**Run 1: congestion heat map**

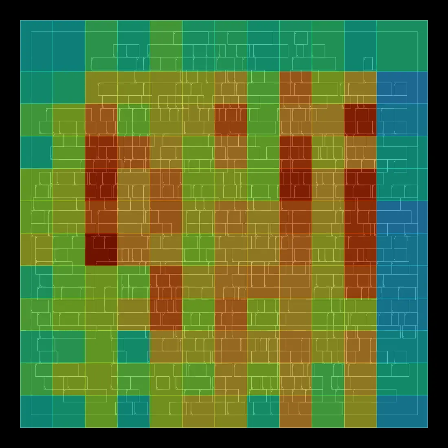
**Run 1: selected gate families**

The bar under the picture is 20 µm long.
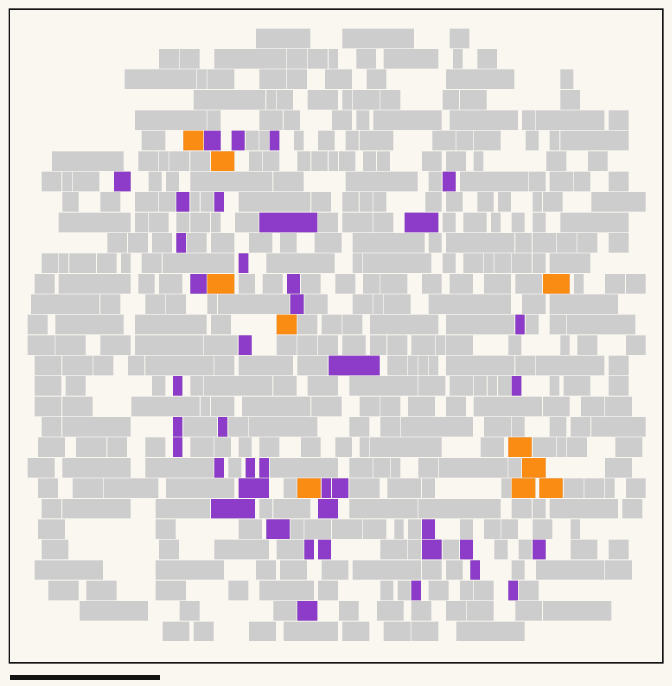
**Run 1: wiring by layer**

The bar under the picture is 20 µm long.
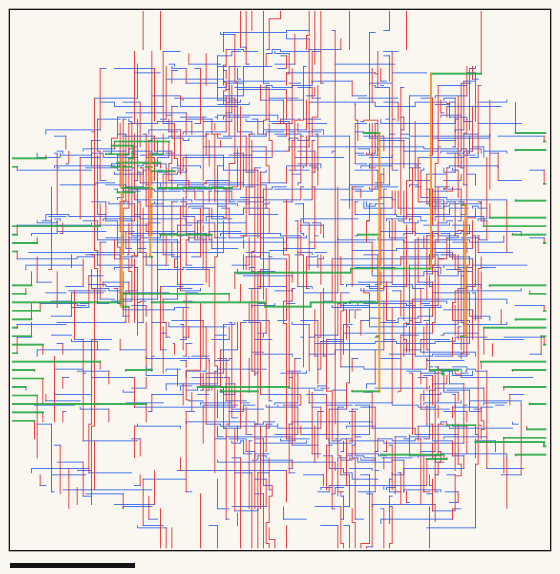
File: src/rtl/cpu_sequencer.sv
// cpu_sequencer: multi-cycle FETCH/EXEC/MEM/WB control sequencer with
// memory-timeout error halt and saturating performance counters.
module cpu_sequencer #(
   parameter int PC_W        = 8,
   parameter int CNT_W       = 16,
   parameter int MEM_TIMEOUT = 15
) (
   input  logic             clk,
   input  logic             reset,
   input  logic             start,
   input  logic [8:0]       instr_in,
   input  logic             dec_mem_read,
   input  logic             dec_mem_write,
   input  logic             dec_reg_write,
   input  logic             dec_halt,
   input  logic             branch_taken,
   input  logic [PC_W-1:0]  branch_target,
   input  logic             mem_ack,
   output logic [PC_W-1:0]  pc,
   output logic [8:0]       ir,
   output logic             ir_load,
   output logic             reg_we,
   output logic             mem_req,
   output logic             mem_we,
   output logic             busy,
   output logic             done,
   output logic             mem_err,
   output logic [CNT_W-1:0] cycle_count,
   output logic [CNT_W-1:0] instr_count
);
   localparam int WT_W = $clog2(MEM_TIMEOUT + 1);

   typedef enum logic [2:0] {IDLE, FETCH, EXEC, MEM, WB, HALT} state_t;

   state_t          state, state_nxt;
   logic [WT_W-1:0] wait_cnt;
   logic            launch, timeout;

   assign launch  = (state == IDLE || state == HALT) && start;
   // an ack arriving on the last allowed cycle still wins over the timeout
   assign timeout = state == MEM && !mem_ack && wait_cnt == WT_W'(MEM_TIMEOUT - 1);

   always_ff @(posedge clk or posedge reset)
      if (reset) state <= IDLE;
      else state <= state_nxt;

   always_comb begin
      state_nxt = state;
      case (state)
         IDLE, HALT: state_nxt = start ? FETCH : state;
         FETCH:      state_nxt = EXEC;
         EXEC:       state_nxt = dec_halt ? HALT : (dec_mem_read || dec_mem_write) ? MEM : WB;
         MEM:        state_nxt = mem_ack ? WB : timeout ? HALT : MEM;
         WB:         state_nxt = FETCH;
         default:    state_nxt = IDLE;
      endcase
   end

   // strobes decode straight from state so an async reset drops them at once
   always_comb begin
      ir_load = state == FETCH;
      busy    = state inside {FETCH, EXEC, MEM, WB};
      done    = state == HALT;
      mem_req = state == MEM;
      mem_we  = state == MEM && dec_mem_write;
      reg_we  = state == WB && dec_reg_write;
   end

   always_ff @(posedge clk or posedge reset)
      if (reset) begin
         pc          <= '0;
         ir          <= '0;
         wait_cnt    <= '0;
         mem_err     <= 1'b0;
         cycle_count <= '0;
         instr_count <= '0;
      end else begin
         if (state == FETCH) ir <= instr_in;
         wait_cnt <= state == MEM ? wait_cnt + WT_W'(1) : '0;
         if (launch) begin
            pc          <= '0;
            mem_err     <= 1'b0;
            cycle_count <= '0;
            instr_count <= '0;
         end else begin
            if (state == WB) pc <= branch_taken ? branch_target : pc + PC_W'(1);
            if (timeout) mem_err <= 1'b1;
            if (busy && cycle_count != '1) cycle_count <= cycle_count + CNT_W'(1);
            if (state == WB && instr_count != '1) instr_count <= instr_count + CNT_W'(1);
         end
      end
endmodule

File: config.mk
export PLATFORM = sky130hd
export DESIGN_NAME = cpu_sequencer
export DESIGN_NICKNAME = d
export VERILOG_FILES = /design/src/rtl/cpu_sequencer.sv
export SDC_FILE = /design/constraint.sdc
export NUM_CORES = 1
export LEC_CHECK = 0
export CORE_MARGIN = 2
export CORE_UTILIZATION = 46
export CTS_BUF_LIST = sky130_fd_sc_hd__clkbuf_4
export CTS_CLUSTER_DIAMETER = 120
export CTS_CLUSTER_SIZE = 10
export DETAILED_ROUTE_END_ITERATION = 8
export PLACE_DENSITY = 0.77
export SETUP_SLACK_MARGIN = 0.15
export SLEW_MARGIN = 0
export SYNTH_ARGS = -nofsm -noshare
export SYNTH_HDL_FRONTEND = slang
export SYNTH_SLANG_ARGS = --single-unit
File: constraint.sdc
create_clock -name clk -period 2.16 [get_ports clk]
set_clock_uncertainty 0.15 [all_clocks]
set_input_delay 0.648 -clock clk [delete_from_list [all_inputs] [get_ports clk]]
set_output_delay 0.648 -clock clk [all_outputs]
set_load 0.05 [all_outputs]
==> flow_summary.toml, run 1 <==
# implementation run metrics
[timing]
final_report_setup_violation_count = 6
fin_setup_tns_ps = -744
postLayoutSetupSlackWorst_ps = -174

[grt]
grt_first_pass_wirelength_um = 13400
overflow = 0
pin_count_of_the_biggest_net_entering_global_routing = 31

[place]
place.detailed.instances = 499
dpl_worst_slack_ps = -139

[synthesis]
synth_top_flop_cell = "dfrtp_1"
biggest_area_cells = "dfrtp_1, mux2i_1, nand2_1"
post_synth_most_frequent_cells = "dfrtp_1, nand2_1, o21ai_0, nor2_1, mux2i_1"
synth.largest_area_cell = "dfrtp_1"
synth_stat.cells = 325
synth.avg_cell_area_um2 = 9.69
post_synth_ao_oa_area_fraction_pct = 15.2
synth-seq-area-share_pct = 45.3
top_logic_kind = "simple AND/OR/NAND/NOR gates"
number_of_flops_mapped_to_enable_cells_by_yosys = 0
yosys-stat-area_um2 = 3150
post_synth_fa_ha_maj_area_fraction_pct = 1.99

[cts]
ctsRootBufferMaster = "clkbuf_4"
clock_tree_from_tritoncts = "built"
clk_transition_reported_paths_ps = 110
post_cts_resize_count = 10
post_cts_buffers = 5
worstSkewPairLatency_ps = 400

[power]
net-switching-power_w = 0.00241
top_power_group = "combinational cells"
internal_power_w = 0.00312
pg_comb_w = 0.00297

[detailed_routing]
route.met2.wl_um = 3980
highest-signal-layer = "met4"
route.antenna.remaining_nets = 0
via_count = 3027
met1_routed_wirelength_after_detailed_routing_um = 3530

[floorplanning]
floorplan.io_pins = 82

[critical_path]
critical_path.cell_chain = "buf_6, o21ai_2, nand2_4, inv_2, buf_6"
worstSetupEndpoint = "busy"
timing_worst_setup_path_type = "reg -> out"
crit_arrival_ps = 1540
maximum_fanout_count_along_the_critical_path = 5

[status]
violations = "negative setup slack"
status = "finished, violations left"

[job]
max_cap_viol_count = 0

[finish]
num-nets-final = 471
## Picture notes: 'congestion heat map'
met1 usage: 29.8%
WL per Instance: 15.4 µm
share of the core filled with cells in the final layout: 67.9%

## Picture notes: 'selected gate families'
purple -> nor cells  # cells 41, most used nor2_1
orange -> non-inverting ao/oa cells  # cells 10

## Picture notes: 'wiring by layer'
orange -> M4  # wire length 134 µm
red -> M2  # wire length 3980 µm
green -> M3  # wire length 462 µm
blue -> M1  # wire length 3530 µm

==> run 1: critical path: cells and delay by family (launching register included) <==
family / cells / cell delay [ps]
flip-flops: 1 / 460
buffers and inverters: 3 / 380
AND-OR/OR-AND: 1 / 220
AND/OR/NAND/NOR: 1 / 80
==> run 1: sequential cells by signal, summed over array words and instances, names as in the netlist <==
register and flops:
cycle_count 16, instr_count 16, ir 9, pc 8
wait_cnt 4, state 3, mem_err 1
==> run 1: cells by family after synthesis <==
logic type / after synthesis
and+or+nand+nor: 139
AOI/OAI and AO/OA: 73
DFF: 57
muxes: 26
buffers and inverters: 21
adders and majority gates: 5
xor gates and xnor gates: 4
==> run 1: metal layers <==
layer  vias up  GRT usage (%)
met5         -              0
met4         0           9.23
met3        15           5.33
met2        98           35.7
met1      1463           29.8
li1       1451              -
==> run 1: final cells by class <==
class / count / area (µm²)
fillers: 530 / 2160
multi-input cells: 247 / 1710
flip-flops and latches: 57 / 1450
repair buffers: 117 / 1080
clock inverters: 6 / 106
well taps: 80 / 100
clock buffers: 10 / 75.1
inverters: 8 / 42.5
==> run 1: how the worst min path moves through the flow <==
stage | end | slack [ps] | cells past startpoint
finish | wait_cnt[0] | 340 | 1
floorplan | wait_cnt[0] | 300 | 1
global placement | wait_cnt[0] | 320 | 1
detailed placement | wait_cnt[0] | 320 | 1
CTS | wait_cnt[0] | 340 | 1
global route | cycle_count[6] | 370 | 1
==> run 1: placed cells by master, fill, tap and decap left out, types with 14 or more instances in the layout <==
master | netlist | routed
dfrtp_2 | 0 | 16
nand3_1 | 16 | 14
a21oi_1 | 15 | 14
nand2_1 | 33 | 32
o21ai_0 | 21 | 19
dfrtp_1 | 57 | 41
clkdlybuf4s50_1 | 0 | 25
mux2i_1 | 17 | 17
nor2_1 | 19 | 18
buf_4 | 1 | 77
--- run 2 (diff from run 1) ---
- REMOVE_ABC_BUFFERS: unset -> 1
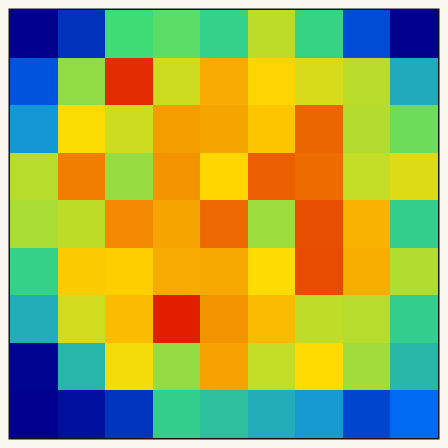
**Above:** run 2 (cell area per tile).
The die is cut into 9 by 9 equal tiles; dark blue is low, red is high, 0 to 100% covered.
tiles over 75% full = 36%
emptiest ninth of the die = south-west
nearly empty tiles = 4.9%
mean over tiles = 60%
fullest tile = 97%
core region area: 6720 µm²
share of the core filled with cells in the final layout: 68.6%
fp util: 46.9%

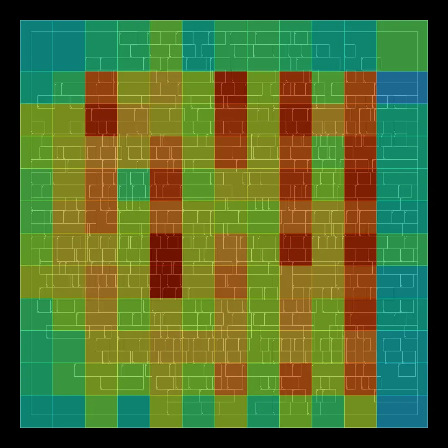
**Above:** run 2 (congestion heat map).
grt met2 use: 38.7%
all-layer global routing usage: 22.6%
Most Used Layer, Global Route: met2
met1 usage: 27.4%
WL per Instance: 15.8 µm

==> flow_summary.toml, run 2 <==
# implementation run metrics
[synthesis]
synth.largest_area_cell = "dfrtp_1"
biggest_area_cells = "dfrtp_1, mux2i_1, nand2_1"
synth-seq-area-share_pct = 45.3
synth.avg_cell_area_um2 = 9.69
synth_top_flop_cell = "dfrtp_1"
yosys-stat-area_um2 = 3150
number_of_flops_mapped_to_enable_cells_by_yosys = 0

[grt]
grt_first_pass_wirelength_um = 13500
overflow = 0
pin_count_of_the_biggest_net_entering_global_routing = 58

[critical_path]
worst-path-stages = 4
buf_inv_stages_crit_path = 2
timing_worst_setup_path_type = "reg -> out"
worst_path_dominant_cell_family = "simple AND/OR/NAND/NOR gates"
worstSetupEndpoint = "busy"
critical_path.cell_chain = "or3_4, nand2_4, inv_2, buf_6"

[timing]
postLayoutSetupSlackWorst_ps = -141
final_report_setup_violation_count = 6

[finish]
leading_cell_type_in_the_layout_fill_and_taps_excluded = "buf_4"
num-fill-cells = 533
num-nets-final = 477

[cts]
clock_tree_from_tritoncts = "built"

[job]
max_cap_viol_count = 0

[status]
violations = "negative setup slack"
status = "finished, violations left"

[floorplanning]
floorplan.io_pins = 82

[min_path]
min_delay_path_depth = 1
[run 2: cell counts after synthesis]
No cell type changed its count.
[run 2: repair_timing]
action | CTS | global route
setup endpoints to repair | 7 | 21
buffers inserted | 8 | 4
gates resized | 16 | 15
pin swaps | 8 | 9
gates cloned | 0 | 0
[run 2: logic make-up (layout without fill, tap and decap cells)]
| family | Yosys count | in the layout | share of synthesized area, % |
|---|---|---|---|
| xor+xnor | 4 | 4 | 1.11 |
| buf+inv | 21 | 146 | 2.74 |
| flops | 57 | 57 | 45.3 |
| mux | 26 | 26 | 8.62 |
| simple gates | 139 | 139 | 25.1 |
| compound gates | 73 | 73 | 15.2 |
| fa+ha+maj | 5 | 5 | 1.99 |
[run 2: cell type report]
type                            count  area, µm²  share of cell area, %
Multi-Input combinational cell    247       1720                   37.2
Sequential cell                    57       1430                   31.1
Timing Repair Buffer              123       1210                   26.2
Tap cell                           80        100                   2.17
Clock buffer                       10       75.1                   1.63
Clock inverter                      5       47.5                   1.03
Inverter                            8       30.0                  0.651
[run 2: metal layers]
layer	wire length [µm]	vias up	track usage, %
met5	0	-	0
met3	475	12	6.67
met4	129	0	7.39
li1	-	1462	-
met2	4330	110	38.7
met1	3420	1490	27.4
[run 2: metrics by stage]
step	TNS (ps)	setup WS [ps]	utilization, %	area (µm²)	power [W]
global route	-1020	-209	68.6	4610	0.00563
detailed placement	-991	-136	63.8	4290	0.00430
floorplan	-2800	-328	-	3090	0.00319
finish	-503	-141	68.6	4610	0.00536
global placement	-246	-74.1	63.8	4290	0.00423
CTS	-637	-153	67.4	4530	0.00526
[run 2: where the power goes]
part,internal (W),switching [W]
clock,0.000349,0.000394
combinational,0.00127,0.00181
sequential,0.00130,0.000227
total,0.00292,0.00243
--- run 3 (diff from run 2) ---
- CORE_UTILIZATION: 46 -> 44
- CTS_BUF_LIST: sky130_fd_sc_hd__clkbuf_4 -> sky130_fd_sc_hd__clkbuf_16
- PLACE_DENSITY: 0.77 -> 0.74
- RECOVER_POWER: unset -> 25
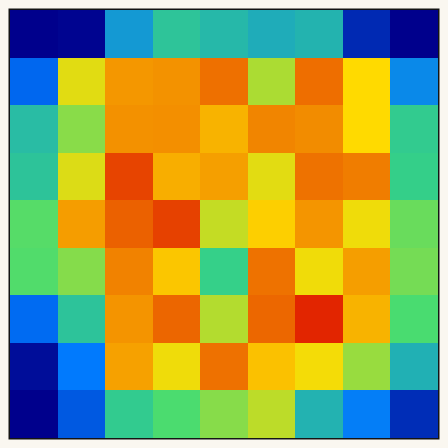
**Above:** run 3 (cell area per tile).
The die is cut into 9 by 9 equal tiles; dark blue is low, red is high, 0 to 100% covered.
nearly empty tiles = 4.9%
tiles over 75% full = 41%
mean over tiles = 60%
emptiest ninth of the die = south-west
fullest tile = 96%
share of the core filled with cells in the final layout: 70.3%
fp util: 45.8%
core region area: 6870 µm²

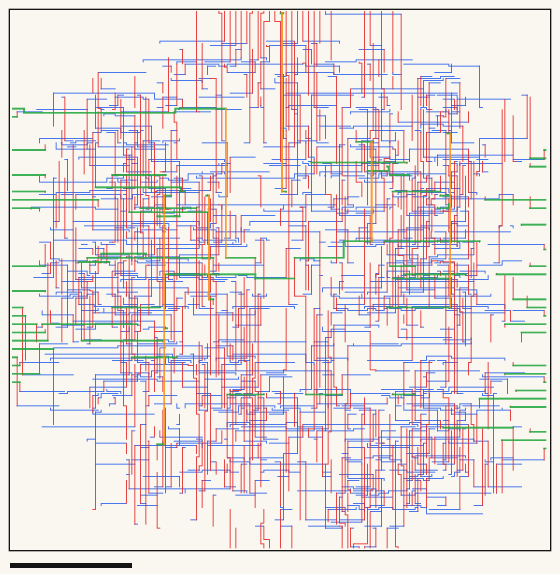
**Above:** run 3 (wiring by layer).
The bar under the picture is 20 µm long.
blue -> M1  # wire length 3740 µm
green -> M3  # wire length 498 µm
red -> M2  # wire length 4410 µm
orange -> M4  # wire length 156 µm

==> flow_summary.toml, run 3 <==
# implementation run metrics
[synthesis]
number_of_flops_mapped_to_enable_cells_by_yosys = 0
synth.avg_cell_area_um2 = 9.69
yosys-stat-area_um2 = 3150
biggest_area_cells = "dfrtp_1, mux2i_1, nand2_1"

[finish]
num-nets-final = 484
comb_cells = 247
nonClockBufferCount = 130
final-nonclk-buf-share_pct = 25.6
area_share_clock_buf_inv_pct = 5.96
top_area_cell_class = "multi-input combinational cells"
inv_count = 8
seq_share_pct = 29.6
sequential_cell_total = 57
final-seq-area_um2 = 1430
clock_buffers = 9
fin_area_um2 = 4830
leading_cell_type_in_the_layout_fill_and_taps_excluded = "buf_4"
combGateArea_um2 = 1730

[status]
violations = "negative setup slack"
status = "finished, violations left"

[critical_path]
worst_path_dominant_cell_family = "flip-flops"
timing_worst_setup_path_type = "reg -> out"
critical_path.cell_chain = "buf_6, nor3b_4, and2_4, buf_12"

[grt]
grt_first_pass_wirelength_um = 13800
globalRouteTotalUtil_pct = 22.3

[floorplanning]
tapcell.inserted = 96
floorplan.io_pins = 82

[power]
pwr-share-seq_pct = 25.3
pwr-share-comb_pct = 52.4
internal_power_w = 0.00353
power_switching_share_pct = 41.9

[cts]
clock_tree_from_tritoncts = "built"

[place]
dpl_worst_slack_ps = -169
placed_cell_area_um2 = 4310

[timing]
postLayoutSetupSlackWorst_ps = -81.1
fin_setup_tns_ps = -255
final_report_setup_violation_count = 4

[job]
max_cap_viol_count = 0
run 3: cell types whose count changed in the layout (fill, tap and decap cells not counted), moves of 2 or more:
cell	previous run	this run
a21oi_2	3	1
buf_4	76	82
buf_6	6	9
clkbuf_4	10	1
a21oi_1	12	14
clkbuf_16	0	9
clkdlybuf4s50_1	25	23
buf_12	16	13
run 3: logic make-up (layout without fill, tap and decap cells):
logic type,count (synthesis),in the layout,share of synthesized area (%)
adder cells (fa/ha/maj),5,5,1.99
XOR/XNOR,4,4,1.11
AND-OR/OR-AND,73,73,15.2
flip-flops,57,57,45.3
buffers and inverters,21,154,2.74
multiplexers,26,26,8.62
AND/OR/NAND/NOR,139,139,25.1
run 3: path summary, 6_finish.rpt:
check	startpoint	end	depth (start not counted)
max	state[0]	reg_we	4
min	wait_cnt[0]	wait_cnt[0]	1
max reg2reg	state[0]	cycle_count[8]	6
min reg2reg	wait_cnt[0]	wait_cnt[0]	1
max in group asynchronous	reset	state[2]	3
min in group asynchronous	reset	ir[1]	3
run 3: power groups by stage:
stage | clock [W] | sequential [W] | combinational, W
floorplan | 0 | 0.00224 | 0.000954
global placement | 0 | 0.00154 | 0.00277
detailed placement | 0 | 0.00155 | 0.00283
CTS | 0.00138 | 0.00154 | 0.00302
global route | 0.00143 | 0.00157 | 0.00336
finish | 0.00136 | 0.00154 | 0.00319
run 3: routing by layer:
layer / vias up / track usage (%) / wire length (µm)
met5: - / 0 / 0
met2: 110 / 35.7 / 4410
met3: 15 / 3.92 / 498
met1: 1557 / 29.9 / 3740
li1: 1479 / - / -
met4: 0 / 9.78 / 156
run 3: what timing repair did:
action	in CTS	in global routing
resized	21	15
pin swaps	6	13
setup endpoints to repair	10	25
buffers inserted	3	13
cloned	0	0
hold buffers	0	0
Power and IR drop assume default switching activity.
